--- src/rtl/uart_prog_loader.sv ---
// UART program loader: receives 8N1 bytes, packs them little-endian into 32-bit
// words and issues single-cycle word writes with an auto-incrementing address.
module uart_prog_loader #(
    parameter int CLK_FREQ   = 100000000,
    parameter int BAUD       = 115200,
    parameter int ADDR_WIDTH = 12
) (
    input  logic                  clk,
    input  logic                  rstn,
    input  logic                  en,
    input  logic                  uartRx,
    output logic [ADDR_WIDTH-1:0] addr,
    output logic [31:0]           din,
    output logic [3:0]            we,
    output logic                  busy,
    output logic                  frameErr,
    output logic [ADDR_WIDTH:0]   wordCount
);

    localparam int DIV   = CLK_FREQ / BAUD;
    localparam int HALF  = DIV / 2;
    localparam int CNT_W = (DIV > 1) ? $clog2(DIV) : 1;
    localparam logic [CNT_W-1:0] CNT_LAST = CNT_W'(DIV - 1);
    localparam logic [CNT_W-1:0] CNT_MID  = CNT_W'(HALF - 1);
    localparam logic [ADDR_WIDTH:0] WC_MAX = {(ADDR_WIDTH+1){1'b1}};

    typedef enum logic [2:0] {
        ST_IDLE  = 3'd0,
        ST_START = 3'd1,
        ST_DATA  = 3'd2,
        ST_STOP  = 3'd3,
        ST_WRITE = 3'd4
    } state_t;

    state_t                state_r;
    logic                  rx_meta_r;
    logic                  rx_sync_r;
    logic                  en_d_r;
    logic                  armed_r;
    logic [CNT_W-1:0]      cnt_r;
    logic [2:0]            bit_idx_r;
    logic [1:0]            byte_idx_r;
    logic [7:0]            shift_r;
    logic [ADDR_WIDTH-1:0] addr_r;
    logic [31:0]           din_r;
    logic [3:0]            we_r;
    logic                  busy_r;
    logic                  frame_err_r;
    logic [ADDR_WIDTH:0]   word_cnt_r;
    logic                  rx_s;

    assign rx_s      = rx_sync_r;
    assign addr      = addr_r;
    assign din       = din_r;
    assign we        = we_r;
    assign busy      = busy_r;
    assign frameErr  = frame_err_r;
    assign wordCount = word_cnt_r;

    // Two-flop synchronizer for the asynchronous serial line (idle high).
    always_ff @(posedge clk or negedge rstn) begin
        if (!rstn) begin
            rx_meta_r <= 1'b1;
            rx_sync_r <= 1'b1;
        end else begin
            rx_meta_r <= uartRx;
            rx_sync_r <= rx_meta_r;
        end
    end

    // Receive/assemble/write state machine with all outputs registered.
    always_ff @(posedge clk or negedge rstn) begin
        if (!rstn) begin
            state_r     <= ST_IDLE;
            en_d_r      <= 1'b0;
            armed_r     <= 1'b0;
            cnt_r       <= '0;
            bit_idx_r   <= 3'd0;
            byte_idx_r  <= 2'd0;
            shift_r     <= 8'h00;
            addr_r      <= '0;
            din_r       <= 32'h0000_0000;
            we_r        <= 4'h0;
            busy_r      <= 1'b0;
            frame_err_r <= 1'b0;
            word_cnt_r  <= '0;
        end else begin
            en_d_r <= en;
            // A new start bit is only honoured after the line was seen high.
            if (rx_s) begin
                armed_r <= 1'b1;
            end else begin
                armed_r <= armed_r;
            end

            if (!en) begin
                state_r    <= ST_IDLE;
                byte_idx_r <= 2'd0;
                we_r       <= 4'h0;
                busy_r     <= 1'b0;
                cnt_r      <= '0;
                // The write presented this cycle still lands, so account for it.
                if (state_r == ST_WRITE) begin
                    addr_r <= addr_r + ADDR_WIDTH'(1);
                    if (word_cnt_r != WC_MAX) begin
                        word_cnt_r <= word_cnt_r + (ADDR_WIDTH+1)'(1);
                    end else begin
                        word_cnt_r <= word_cnt_r;
                    end
                end else begin
                    addr_r <= addr_r;
                end
            end else if (!en_d_r) begin
                state_r     <= ST_IDLE;
                addr_r      <= '0;
                word_cnt_r  <= '0;
                frame_err_r <= 1'b0;
                byte_idx_r  <= 2'd0;
                we_r        <= 4'h0;
                busy_r      <= 1'b0;
                cnt_r       <= '0;
            end else begin
                case (state_r)
                    ST_IDLE: begin
                        we_r <= 4'h0;
                        if (!rx_s && armed_r) begin
                            state_r <= ST_START;
                            cnt_r   <= '0;
                            busy_r  <= 1'b1;
                        end else begin
                            busy_r <= (byte_idx_r != 2'd0);
                        end
                    end
                    ST_START: begin
                        if (cnt_r == CNT_MID) begin
                            cnt_r <= '0;
                            if (rx_s) begin
                                state_r <= ST_IDLE;
                                busy_r  <= (byte_idx_r != 2'd0);
                            end else begin
                                state_r   <= ST_DATA;
                                bit_idx_r <= 3'd0;
                            end
                        end else begin
                            cnt_r <= cnt_r + CNT_W'(1);
                        end
                    end
                    ST_DATA: begin
                        if (cnt_r == CNT_LAST) begin
                            cnt_r   <= '0;
                            shift_r <= {rx_s, shift_r[7:1]};
                            if (bit_idx_r == 3'd7) begin
                                state_r <= ST_STOP;
                            end else begin
                                bit_idx_r <= bit_idx_r + 3'd1;
                            end
                        end else begin
                            cnt_r <= cnt_r + CNT_W'(1);
                        end
                    end
                    ST_STOP: begin
                        if (cnt_r == CNT_LAST) begin
                            cnt_r   <= '0;
                            armed_r <= 1'b0;
                            if (rx_s) begin
                                din_r[{byte_idx_r, 3'b000} +: 8] <= shift_r;
                                busy_r <= 1'b1;
                                if (byte_idx_r == 2'd3) begin
                                    state_r <= ST_WRITE;
                                    we_r    <= 4'hF;
                                end else begin
                                    state_r    <= ST_IDLE;
                                    byte_idx_r <= byte_idx_r + 2'd1;
                                end
                            end else begin
                                frame_err_r <= 1'b1;
                                state_r     <= ST_IDLE;
                                busy_r      <= (byte_idx_r != 2'd0);
                            end
                        end else begin
                            cnt_r <= cnt_r + CNT_W'(1);
                        end
                    end
                    ST_WRITE: begin
                        we_r       <= 4'h0;
                        addr_r     <= addr_r + ADDR_WIDTH'(1);
                        byte_idx_r <= 2'd0;
                        state_r    <= ST_IDLE;
                        busy_r     <= 1'b0;
                        if (word_cnt_r != WC_MAX) begin
                            word_cnt_r <= word_cnt_r + (ADDR_WIDTH+1)'(1);
                        end else begin
                            word_cnt_r <= word_cnt_r;
                        end
                    end
                    default: begin
                        state_r <= ST_IDLE;
                        we_r    <= 4'h0;
                        busy_r  <= 1'b0;
                    end
                endcase
            end
        end
    end

endmodule

--- config.mk ---
export PLATFORM = sky130hd
export DESIGN_NAME = uart_prog_loader
export DESIGN_NICKNAME = d
export VERILOG_FILES = /design/src/rtl/uart_prog_loader.sv
export SDC_FILE = /design/constraint.sdc
export NUM_CORES = 1
export LEC_CHECK = 0
export CORE_UTILIZATION = 50
export CTS_CLUSTER_DIAMETER = 30
export DETAILED_ROUTE_END_ITERATION = 6
export PLACE_DENSITY = 0.75
export SETUP_SLACK_MARGIN = 0.15
export SLEW_MARGIN = 10
export SYNTH_ARGS = -nofsm -noshare
export SYNTH_HDL_FRONTEND = slang
export SYNTH_SLANG_ARGS = --single-unit
--- constraint.sdc ---
create_clock -name clk -period 4 [get_ports clk]
set_input_delay 0.8 -clock clk [delete_from_list [all_inputs] [get_ports clk]]
set_output_delay 0.8 -clock clk [all_outputs]
set_load 0.02 [all_outputs]
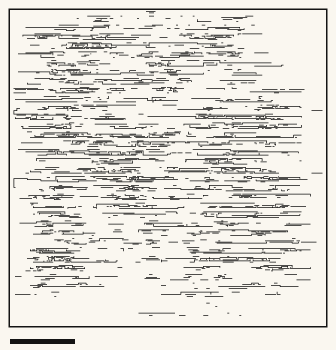
*The metal 1 layer, run 1*
Bar = 20 um.
wire length on this layer: 4170 um
longest straight run: 24.4 um
main direction: horizontal

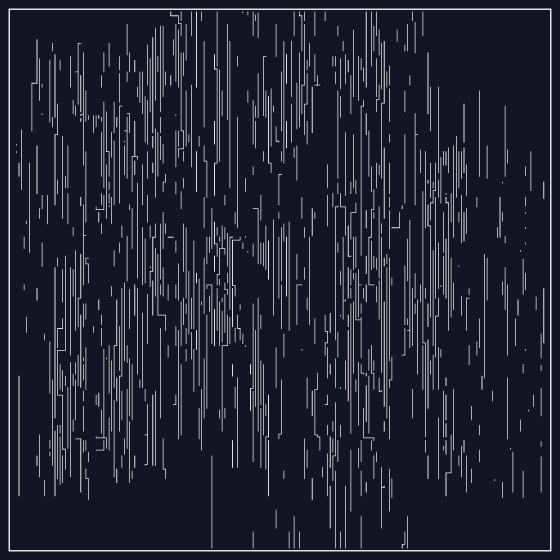
*Signal wires on met2, run 1*
longest straight run: 27.0 um
nets with wire on the layer: 439
wire length on this layer: 4450 um
share of all routed wire: 49%
main direction: vertical
via count: 3364
WL final: 9135 um
met2 Resource Use GR: 0.3351

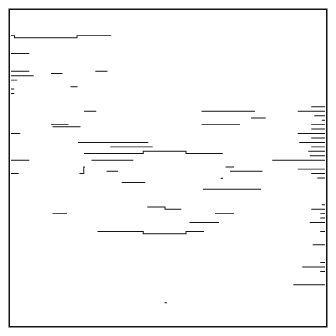
*Met3 routing, run 1*
longest straight run: 21.2 um
nets with wire on the layer: 55
wire length on this layer: 435 um
main direction: horizontal
share of all routed wire: 4.8%
GR Util met3: 0.03521

==> Slide: Implementation Results, run 1 <==
Key Metrics from the Run

Outcome
  – Status: finished, final reports clean

Final layout
  – Layout Area Growth over Synthesis: 20.15%
  – NumNets Final: between 500 and 600
  – Storage element area: between 2000 and 2500 um^2
  – Share of layout cells above drive strength 1: 0.07952
  – # diodes: 0
  – Dominant logic cell type in the layout: dfrtp_1
  – Most frequent cells in the layout: 88 x dfrtp_1, 81 x nand2_1, 65 x clkdlybuf4s50_1
  – Design area: 5373 um^2
  – Filler Cells Inserted: about 730
  – Comb area: approximately 2000 um^2

Global routing
  – Vias in the first global route: approximately 3100
  – Initial antenna violation count: 0
  – Global route overflow: 0
  – GR peak layer: met2
  – First-pass GRT wire length: 15130 um
  – Met1 Use GR: 0.2923

Floorplan
  – Die Footprint: 9326 um^2
  – Initial Utilization: 0.5153
  – Die Y: 96.57 um
  – Core area: 8678 um^2
  – IO Pins: 67
  – Die width: 96.57 um

Power
  – Switch share: 0.2457
  – Pwr dens: 315.7 nW/um^2
  – Flop pwr share: 0.553
  – Pint: between 1 and 1.5 mW
  – Switching pwr: 0.4167 mW
  – PnR Total Power: 1.696 mW
  – Peak supply drop: ~0.15 mV
  – Leak: 2.287 nW

Routing
  – Via density: 5.506
  – Drt drc: 0
  – Per-cell routed wire length: 14.95 um
  – Drt pass-1 iters: 4
  – Antenna Nets Post-Route: 0

Clock network
  – H-tree depth: 3
  – Post-CTS Resized: 0
  – Clk buf depth: 2
  – Clk ins delay skew pair: between 300 and 400 ps
  – CTS tree: yes
  – Post CTS Setup Buffer Count: 0
  – Hold-fix buffers, CTS: 0
  – CTS Sinks: ~90
  – Inserted Clock Buffers: 9
  – Reg clk slew, reported paths: 90 ps

Logic synthesis
  – Cell taking the most area after synthesis: dfrtp_1
  – EDFF count, synth: 0
  – Synth unique cells: 60
  – Post-synth top flop: dfrtp_1
  – Seq cells post-synth: 90
  – Chip Area, Yosys: between 4000 and 5000 um^2
  – Async set or reset register ratio after synthesis: 1.000
  – Post-synth seq share: 0.5042
  – Ys cells: 437
  – Biggest area cells: dfrtp_1 49%, nand2_1 6.8%, o21ai_1 4.0%, ha_1 3.4%, nor2_1 2.8%
  – Post-synthesis average cell area: a little over 10 um^2
  – Mapped Area: about 4500 um^2
  – Syn nets: 453
  – Ys Warns: 0
  – Cells after Synth: between 400 and 500

Run
  – Tool warnings: 32

Worst setup path
  – R2r startpoint: state_r[1]$_DFFE_PN0P_
  – Critical Path End: din[31]$_DFFE_PN0P_
  – Required time of the critical path: roughly 4300 ps
  – Worst setup path category: input port to flip-flop
  – Critical path arrival: about 2800 ps
  – R2r endpoint: wordCount[11]$_DFF_PN0_

Placement
  – HPWL Detailed: 6320 um
  – Post-DP Area: 5159 um^2
  – Final Wtd Congestion: ~0.83
  – PortBufs: between 60 and 70

Timing
  – Final setup vio count: 0
  – Post-layout minimum cycle time: 2507 ps
  – Fin Setup TNS: 0 ps
  – Hold Fails Final Rpt: 0
  – Slew margin rel.: 0.3183
  – Max Clk Rate: 0.3989 GHz
  – RSZ-0062 raised after global routing: no
  – Pins Over Slew Limit: 0
  – Final Skew: 13.28 ps
  – Worst-margin pin slew: 1023 ps
  – Period utilisation layout: 0.6267
-- run 1: stage by stage --
stage,std cells,hold WS (ps),setup slack (ps)
after CTS,611,362.1,1515
after global routing,611,365.2,1360
final,611,361.8,1493
after detailed placement,595,349.1,1120
after global placement,595,345.5,1193
after floorplan,437,345.2,1835
-- run 1: power by group through the flow --
stage | sequential (mW) | clock (mW) | combinational [mW]
floorplan | 0.949 | 0 | 0.0653
CTS | 0.937 | 0.673 | 0.0995
global route | 0.940 | 0.705 | 0.111
detailed placement | 0.955 | 0 | 0.0996
finish | 0.938 | 0.661 | 0.0971
global placement | 0.954 | 0 | 0.0958
-- run 1: cells by family after synthesis --
kind of cell	after synthesis	share of synthesized area
AOI/OAI and AO/OA	83	0.1226
xor gates and xnor gates	21	0.04113
adders and majority gates	12	0.03357
buffers and inverters	27	0.03553
DFF	90	0.5042
muxes	15	0.03693
and+or+nand+nor	189	0.2261
-- run 1: how the worst min path moves through the flow --
| stage | from | slack [ps] | cells past startpoint | endpoint |
|---|---|---|---|---|
| floorplan | rx_meta_r$_DFF_PN1_ | 350 | 0 | rx_s$_DFF_PN1_ |
| finish | rx_meta_r$_DFF_PN1_ | 360 | 0 | rx_s$_DFF_PN1_ |
| CTS | rx_meta_r$_DFF_PN1_ | 360 | 0 | rx_s$_DFF_PN1_ |
| global placement | rx_meta_r$_DFF_PN1_ | 350 | 0 | rx_s$_DFF_PN1_ |
| global route | rx_meta_r$_DFF_PN1_ | 370 | 0 | rx_s$_DFF_PN1_ |
| detailed placement | rx_meta_r$_DFF_PN1_ | 350 | 0 | rx_s$_DFF_PN1_ |
-- run 1: flip-flops by register name, summed over array words and instances (netlist names) --
register and flops:
frameErr 1, bit_idx_r 3, cnt_r 10, en_d_r 1
armed_r 1, state_r 3, busy 1, addr 12
wordCount 13, rx_meta_r 1, din 32, shift_r 8
byte_idx_r 2, we 1, rx_s 1
-- run 1: synthesized netlist by cell type (8+ instances only) --
cell type	n
ha_1	12
inv_1	8
dfrtp_1	88
a21oi_1	9
nor3_1	10
nand4_1	8
mux2_1	11
nand2_1	81
xor2_1	13
nand3_1	11
nor2_1	33
xnor2_1	8
o21ai_1	36
-- run 1: metal layers --
layer | vias up | share of wire
li1 | 1654 | -
met3 | 8 | 0.048
met1 | 1616 | 0.46
met5 | - | 0
met4 | 0 | 0.0090
met2 | 86 | 0.49
-- run 1: area by class of cell --
cell class                      instances  share of cell area
Timing Repair Buffer                   69              0.1267
Inverter                                8            0.005589
Tap cell                              108             0.02515
Multi-Input combinational cell        320              0.3831
Sequential cell                        90              0.4197
Clock inverter                          5             0.01164
Clock buffer                           11             0.02818
-- run 1: worst max-delay path, stage by stage --
cell and delay, ps:
clkdlybuf4s50_1 550, and2_1 310, and3_1 490, nand4_4 290, o41ai_2 330
==> run 1 -> run 2 <==
==> constraint.sdc (replaced) <==
create_clock -name clk -period 2.5 [get_ports clk]
set_input_delay 0.5 -clock clk [delete_from_list [all_inputs] [get_ports clk]]
set_output_delay 0.5 -clock clk [all_outputs]
set_load 0.02 [all_outputs]
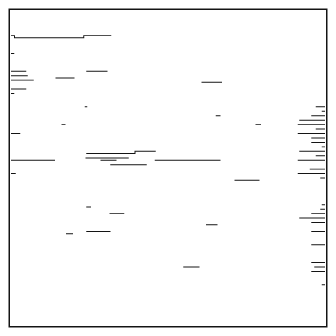
*Met3 routing, run 2*
main direction: horizontal
share of all routed wire: 3.3%
wire length on this layer: 301 um
longest straight run: 21.2 um
GR Util met3: 0.03834
WL final: 9246 um
via count: 3407

==> run 2 against run 1 <==
Synthesized area stayed put. First-iteration DRC count is 32% lower. Critical path depth is 3 higher. Design area is 2.0% higher. Power is 67% higher. Hold slack worse by 260 ps. Clock skew is 2.5 ps lower. Combinational power is 78% higher. Clock power is 75% higher. Non-clock buffer count is 10 higher. Critical path type is now flip-flop to flip-flop.
==> Slide: Implementation Results, run 2 <==
Key Metrics from the Run

Outcome
  – Status: finished, final reports clean

Logic synthesis
  – Ys Warns: 0
  – Async set or reset register ratio after synthesis: 1.000
  – Cell taking the most area after synthesis: dfrtp_1
  – Syn nets: about 450
  – Post-synth seq share: 0.5042
  – Post-synthesis average cell area: slightly above 10 um^2
  – Mapped Area: 4472 um^2
  – EDFF count, synth: 0

Worst setup path
  – Required time of the critical path: 2710 ps
  – Worst setup path category: flip-flop to flip-flop
  – CP bufs+invs: 2

Clock network
  – CTS tree: yes
  – H-tree depth: 3
  – Reg clk slew, reported paths: approximately 90 ps
  – Clk buf depth: 2

Placement
  – Final Wtd Congestion: 0.8524
  – PortBufs: 66

Timing
  – RSZ-0062 raised after global routing: no
  – Final Skew: 10.78 ps
  – Final worst slack: 268.4 ps
  – Pins Over Slew Limit: 0
  – Slew margin rel.: 0.6427
  – Post-layout minimum cycle time: about 2200 ps
  – Max Clk Rate: 0.4481 GHz

Final layout
  – # diodes: 0
  – Dominant logic cell type in the layout: dfrtp_1
  – Layout Area Growth over Synthesis: 22.58%
  – Share of layout cells above drive strength 1: 0.09375
  – Max reg flops: 32

Power
  – Peak supply drop: 0.2896 mV

Run
  – Tool warnings: 32

Global routing
  – Global route overflow: 0

Floorplan
  – Core area: around 8700 um^2
  – Die width: approximately 97 um

Routing
  – Per-cell routed wire length: around 15 um
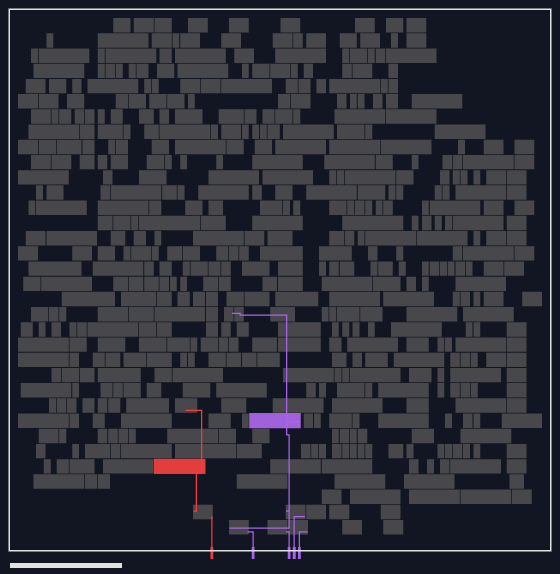
*I/O nets highlighted, run 2*
Bar = 20 um.
legend:
  we:
    colour: purple
    bits: 4
    direction: output
    edge: south
    end_cells: 1
    buffers: 4
    wire: 80.8 um
  busy:
    colour: red
    bits: 1
    direction: output
    edge: south
    end_cells: 1
    buffers: 1
    wire: 28.2 um

run 2: cell counts after synthesis:
No cell type changed its count.
run 2: report_power, final:
part | internal (mW) | total [mW] | leakage, nW | switching, mW
Combinational | 0.0673 | 0.173 | 1.00 | 0.105
Sequential | 1.47 | 1.50 | 1.24 | 0.0294
Clock | 0.659 | 1.16 | 0.116 | 0.499
Total | 2.20 | 2.83 | 2.36 | 0.633
run 2: metrics by stage:
stage / power, mW / cells / cell area, um^2
CTS: 2.849 / 619 / 5470
finish: 2.831 / 620 / 5482
global route: 2.920 / 620 / 5482
global placement: 1.694 / 604 / 5239
detailed placement: 1.704 / 604 / 5239
floorplan: 1.623 / 437 / 4472
run 2: cells by family (layout without fill, tap and decap cells):
| group | count (synthesis) | in the layout | synth area share |
|---|---|---|---|
| buffers and inverters | 27 | 102 | 0.03553 |
| and+or+nand+nor | 189 | 189 | 0.2261 |
| adders and majority gates | 12 | 12 | 0.03357 |
| AOI/OAI and AO/OA | 83 | 83 | 0.1226 |
| DFF | 90 | 90 | 0.5042 |
| xor gates and xnor gates | 21 | 21 | 0.04113 |
| muxes | 15 | 15 | 0.03693 |
run 2: cell type report:
cell class | count | area [um^2] | area share
inverter | 8 | 30.03 | 0.005478
multi-input combinational | 320 | 2058 | 0.3755
clock buffer | 10 | 127.6 | 0.02328
timing repair buffer | 79 | 772.0 | 0.1408
sequential | 90 | 2255 | 0.4113
clock inverter | 5 | 103.9 | 0.01895
tap | 108 | 135.1 | 0.02465
run 2: routing by layer:
metal / wire, um / vias up / GRT usage
met5: 0 / - / 0
met4: 102 / 0 / 0.08088
met3: 300 / 9 / 0.03834
met2: 4522 / 67 / 0.3451
met1: 4321 / 1658 / 0.2840
li1: - / 1673 / -
run 2: final timing paths:
| check | startpoint | endpoint | slack, ps |
|---|---|---|---|
| max in group asynchronous | rstn | shift_r[7]$_DFFE_PN0P_ | 1800 |
| hold reg to reg | rx_meta_r$_DFF_PN1_ | rx_s$_DFF_PN1_ | 360 |
| setup reg to reg | cnt_r[1]$_DFFE_PN0P_ | cnt_r[9]$_DFFE_PN0P_ | 270 |
| hold / removal | rstn | din[17]$_DFFE_PN0P_ | 100 |
| min in group clk | rx_meta_r$_DFF_PN1_ | rx_s$_DFF_PN1_ | 360 |
| setup / recovery | cnt_r[1]$_DFFE_PN0P_ | cnt_r[9]$_DFFE_PN0P_ | 270 |
run 2: repair_timing:
action	CTS	global route
resized	0	1
buffers inserted	0	1
endpoints found under the setup margin	0	2
No activity file was given, so power comes from the tool's default toggle rates.
